Clock routing:
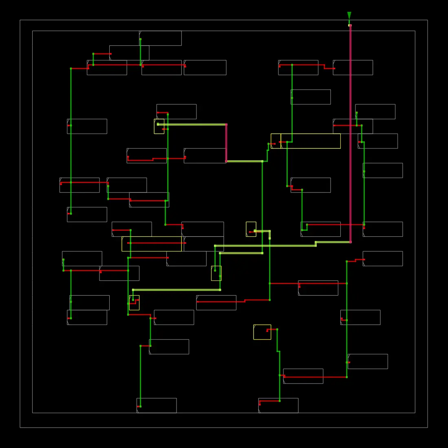
Where the registers sit:
Other sequential cells in the stronger gray, the rest of the logic in the fainter gray.
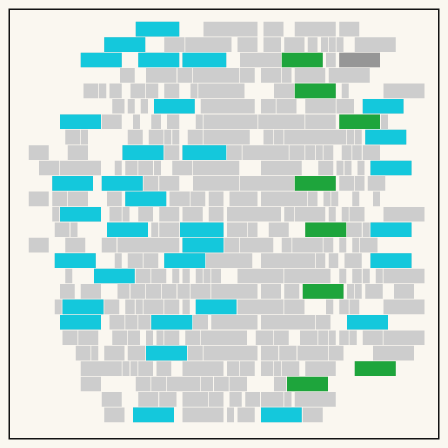
I/O pins on the die edge:
Pins as bars across the die edge, other pins in gray.
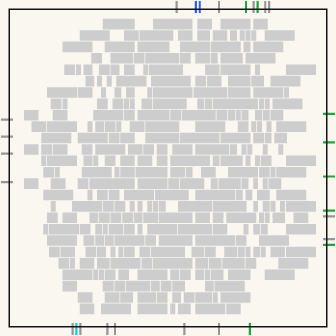
===== src/rtl/reg_pkg.sv =====
// rtl/reg_pkg.sv - shared constants for the register family
package reg_pkg;
    localparam int   DEF_WIDTH = 8;
    localparam int   DEF_DEPTH = 4;
    localparam logic EN_ACTIVE = 1'b0;
endpackage


===== src/rtl/reg_word.sv =====
// rtl/reg_word.sv - one storage word: sync reset, parallel load, shift-left with serial in
module reg_word
    import reg_pkg::*;
#(
    parameter int WIDTH = DEF_WIDTH
) (
    input  logic             clk,
    input  logic             reset,
    input  logic             load,
    input  logic             shift,
    input  logic             sin,
    input  logic [WIDTH-1:0] data,
    output logic [WIDTH-1:0] q
);

    always_ff @(posedge clk) begin
        if (reset) begin
            q <= '0;
        end else if (load) begin
            q <= data;
        end else if (shift) begin
            q <= {q[WIDTH-2:0], sin};
        end
    end

endmodule


===== src/rtl/reg_bank.sv =====
// rtl/reg_bank.sv - DEPTH-word register bank with addressed write/shift and registered bypassed read
module reg_bank
    import reg_pkg::*;
#(
    parameter int WIDTH = DEF_WIDTH,
    parameter int DEPTH = DEF_DEPTH,
    parameter int AW    = $clog2(DEPTH)
) (
    input  logic             CLOCK,
    input  logic             RESET,
    input  logic             EWR,
    input  logic [AW-1:0]    WADDR,
    input  logic [WIDTH-1:0] DATA,
    input  logic             ESH,
    input  logic             SIN,
    input  logic             EDY,
    input  logic [AW-1:0]    RADDR,
    output logic [WIDTH-1:0] OUTRESULT,
    output logic             OVALID,
    output logic             SOUT
);

    logic [WIDTH-1:0] words [DEPTH];
    logic [WIDTH-1:0] wr_cur, rd_cur, wr_next, rd_next;
    logic             waddr_ok, raddr_ok, wr_en, sh_en;

    assign wr_en = (EWR == EN_ACTIVE);
    assign sh_en = (ESH == EN_ACTIVE) && !wr_en;

    for (genvar i = 0; i < DEPTH; i++) begin : g_word
        localparam logic [AW-1:0] IDX = AW'(i);
        reg_word #(.WIDTH(WIDTH)) u_word (
            .clk   (CLOCK),
            .reset (RESET),
            .load  (wr_en && (WADDR == IDX)),
            .shift (sh_en && (WADDR == IDX)),
            .sin   (SIN),
            .data  (DATA),
            .q     (words[i])
        );
    end

    // Address decode by equality keeps out-of-range addresses (non power-of-two DEPTH) reading as zero
    always_comb begin
        wr_cur   = '0;
        rd_cur   = '0;
        waddr_ok = 1'b0;
        raddr_ok = 1'b0;
        for (int i = 0; i < DEPTH; i++) begin
            if (WADDR == AW'(i)) begin
                wr_cur   = words[i];
                waddr_ok = 1'b1;
            end
            if (RADDR == AW'(i)) begin
                rd_cur   = words[i];
                raddr_ok = 1'b1;
            end
        end
    end

    always_comb begin
        wr_next = wr_cur;
        if (wr_en) begin
            wr_next = DATA;
        end else if (sh_en) begin
            wr_next = {wr_cur[WIDTH-2:0], SIN};
        end
        rd_next = rd_cur;
        if (raddr_ok && waddr_ok && (RADDR == WADDR)) begin
            rd_next = wr_next;
        end
    end

    assign SOUT = wr_cur[WIDTH-1];

    always_ff @(posedge CLOCK) begin
        if (RESET) begin
            OUTRESULT <= '0;
            OVALID    <= 1'b0;
        end else if (EDY == EN_ACTIVE) begin
            OUTRESULT <= rd_next;
            OVALID    <= 1'b1;
        end else begin
            OVALID    <= 1'b0;
        end
    end

endmodule


===== config.mk =====
export PLATFORM = sky130hd
export DESIGN_NAME = reg_bank
export DESIGN_NICKNAME = d
export VERILOG_FILES = /design/src/rtl/reg_pkg.sv /design/src/rtl/reg_word.sv /design/src/rtl/reg_bank.sv
export SDC_FILE = /design/constraint.sdc
export NUM_CORES = 1
export LEC_CHECK = 0
export ABC_AREA = 0
export CAP_MARGIN = 20
export CORE_MARGIN = 2
export CORE_UTILIZATION = 52
export CTS_BUF_LIST = sky130_fd_sc_hd__clkbuf_2
export DETAILED_ROUTE_END_ITERATION = 8
export GPL_ROUTABILITY_DRIVEN = 0
export PLACE_DENSITY = 0.77
export SLEW_MARGIN = 0
export SYNTH_ARGS = -nofsm -noshare
export SYNTH_HDL_FRONTEND = slang
export SYNTH_SLANG_ARGS = --single-unit

===== constraint.sdc =====
create_clock -name CLOCK -period 1.42 [get_ports CLOCK]
set_input_delay 0.213 -clock CLOCK [delete_from_list [all_inputs] [get_ports CLOCK]]
set_output_delay 0.213 -clock CLOCK [all_outputs]
set_load 0.05 [all_outputs]

==> results.txt <==
run metrics: Top class by area logic gates, largest net degree at the start of global routing 26, final hold violation count 0, Crit Path Class flop to output pin, critical path capture point type output pin, Required @ worst endpoint between 1000 and 1500 ps, CTS clk-pin slew, worst paths 240 ps, yosys xor share 0.00660, Final clock-cell share 0.0271, Max FO, Critical Path 2, CTS Root Cell clkbuf_2, final hold slack about 430 ps, Setup WS pre-CTS -473 ps, cell count listed in synth_stat.txt around 260, Seq/Total Area, Yosys 0.309, Hold Path Cell Cnt 3, tool warnings 28, ys flop type dfxtp_1, final-layout non-clock buffer area share 0.220, inverters 7, CTS tree yes, CP cell instances mux4_2, buf_8, synth warn 0, Combinational Area between 1500 and 2000 um^2, number of routed nets with antenna violations 0, CTS buffer count 5, Worst slew margin 0.758, reported max-cap violation count 0, AO/OA Area Share 0.209, failing checks setup timing, syn avg cell area between 10 and 15 um^2, DR vias 2433, Slew Viols, Final 0, cells on worst reg2reg path 4, Final Setup Violations 1, worst min-delay path endpoint OUTRESULT[0], combinational share of cell area 0.482, NumNets Final approximately 330, r2r setup slk approximately 70 ps, CP bufs+invs 1, cells after synthesis 259, starting density of the core 0.530, worst path arrival time about 1500 ps, number of enable flip-flop cells 0, slowest CP cell mux4_2, Crit. Startpoint g_word[3].u_word.q[7], share of layout cells above drive strength 1 0.306, Antenna Cells 0, Slew @ Worst Pin 360 ps, #FFs+latches synth between 40 and 50, Top logic family multiplexers, Synth Cell Area ~2700 um^2, Initial DRC Count about 160, fillers about 370, Clock Tree Buf Depth 2, synth top area cells dfxtp_1, mux4_2, mux2i_1, mux4_1, a211oi_1, WL per Instance between 15 and 20 um, core area between 5000 and 6000 um^2, cts hold-fix bufs 0, Setup WS post-layout -270 ps, pwr dens between 800 and 900 nW/um^2, Stages on worst setup path 2, CP top delay family multiplexers, Fmax just under 600 MHz, Yosys chip area around 2700 um^2, Tot Pwr between 3 and 4 mW, initial antenna violation count 0, worst min-delay path category input port to flop, status finished with violations, Tcrit/Tclk final 1.19, Vias per Instance around 6.4
-- 'clock routing' (at the start) --
Clock group: 0.915 mW
clk_lat worst skew: 430 ps
Layout Skew: 19.0 ps
Clock Buffer Count: 5
flop count: 41

-- 'where the registers sit' (at the start) --
- cyan: `g_word.u_word.q` (sequential cells 32; where spread over the die)
- green: `OUTRESULT` (sequential cells 8)
- not colored: 1
Core Util, Final: 0.692
sequential share of cell area: 0.238
seq pwr: 1.33 mW

-- 'I/O pins on the die edge' (at the start) --
- blue: `RADDR` (pins 2; direction input; edge top)
- green: `OUTRESULT` (pins 8; direction output; edge 5 right, 2 top, 1 bottom)
- cyan: `SIN` (pins 1; direction input; edge bottom)
- all pins by edge: 9 top, 8 bottom, 7 right, 4 left
Die X: 75.5 um
Buffers on Ports: 27
Die H: 75.5 um

==> repair_timing <==
item                                    4_1_cts  5_1_grt
pin swaps                                     0        1
endpoints found under the setup margin        3       10
gates resized                                10        2
setup buffers                                 7        0
==> worst min-delay path: cells and delay by family <==
kind	cells	cell delay, ps
buffers and inverters	1	470
AND/OR/NAND/NOR	1	100
AND-OR/OR-AND	1	70
==> cells in the final DEF (no fill, tap or decap), types with 8 or more instances in the layout <==
cell             count
o22ai_1              8
buf_4               33
o21ai_0             13
clkdlybuf4s50_1     15
mux4_1               8
mux4_2              16
buf_12              16
dfxtp_1             37
nand2_1             11
mux2i_1             23
a211oi_1            26
nor2_1              42
==> registers in the layout, indices dropped and copies added, names as in the netlist <==
signal and cells:
g_word.u_word.q 32, OVALID 1, OUTRESULT 8
==> synthesized netlist by cell type (2+ instances only) <==
master,instances
clkbuf_1,5
nor2b_1,2
a311oi_1,6
mux4_2,16
dfxtp_1,41
mux4_1,8
o21ai_0,13
a211oi_1,26
buf_4,6
nand2b_1,3
o22ai_1,8
or2_2,2
a21oi_1,7
buf_2,10
inv_1,7
nor2_1,42
buf_6,3
xnor2_1,2
nand2_1,11
mux2i_1,23
a21oi_2,2
a221oi_2,7
==> report_power, final <==
group | leakage, nW | total, mW | internal, mW | switching, mW
logic | 0.973 | 0.865 | 0.447 | 0.418
clock network | 0.0536 | 0.915 | 0.481 | 0.434
registers | 0.339 | 1.33 | 1.23 | 0.0954
==> layer usage <==
layer	global-route usage	up-vias	wire, um
li1	-	1097	-
met1	0.362	1190	2930
met3	0.0489	23	522
met2	0.443	123	3550
met4	0.119	0	250
met5	0	-	0
==> stage by stage <==
stage,cells,TNS [ps]
2_1_floorplan,259,0
3_3_place_gp,365,-14110
3_5_place_dp,365,-15630
4_1_cts,380,-258
5_1_grt,380,-360
6_report,380,-270
Power and IR drop assume default switching activity.
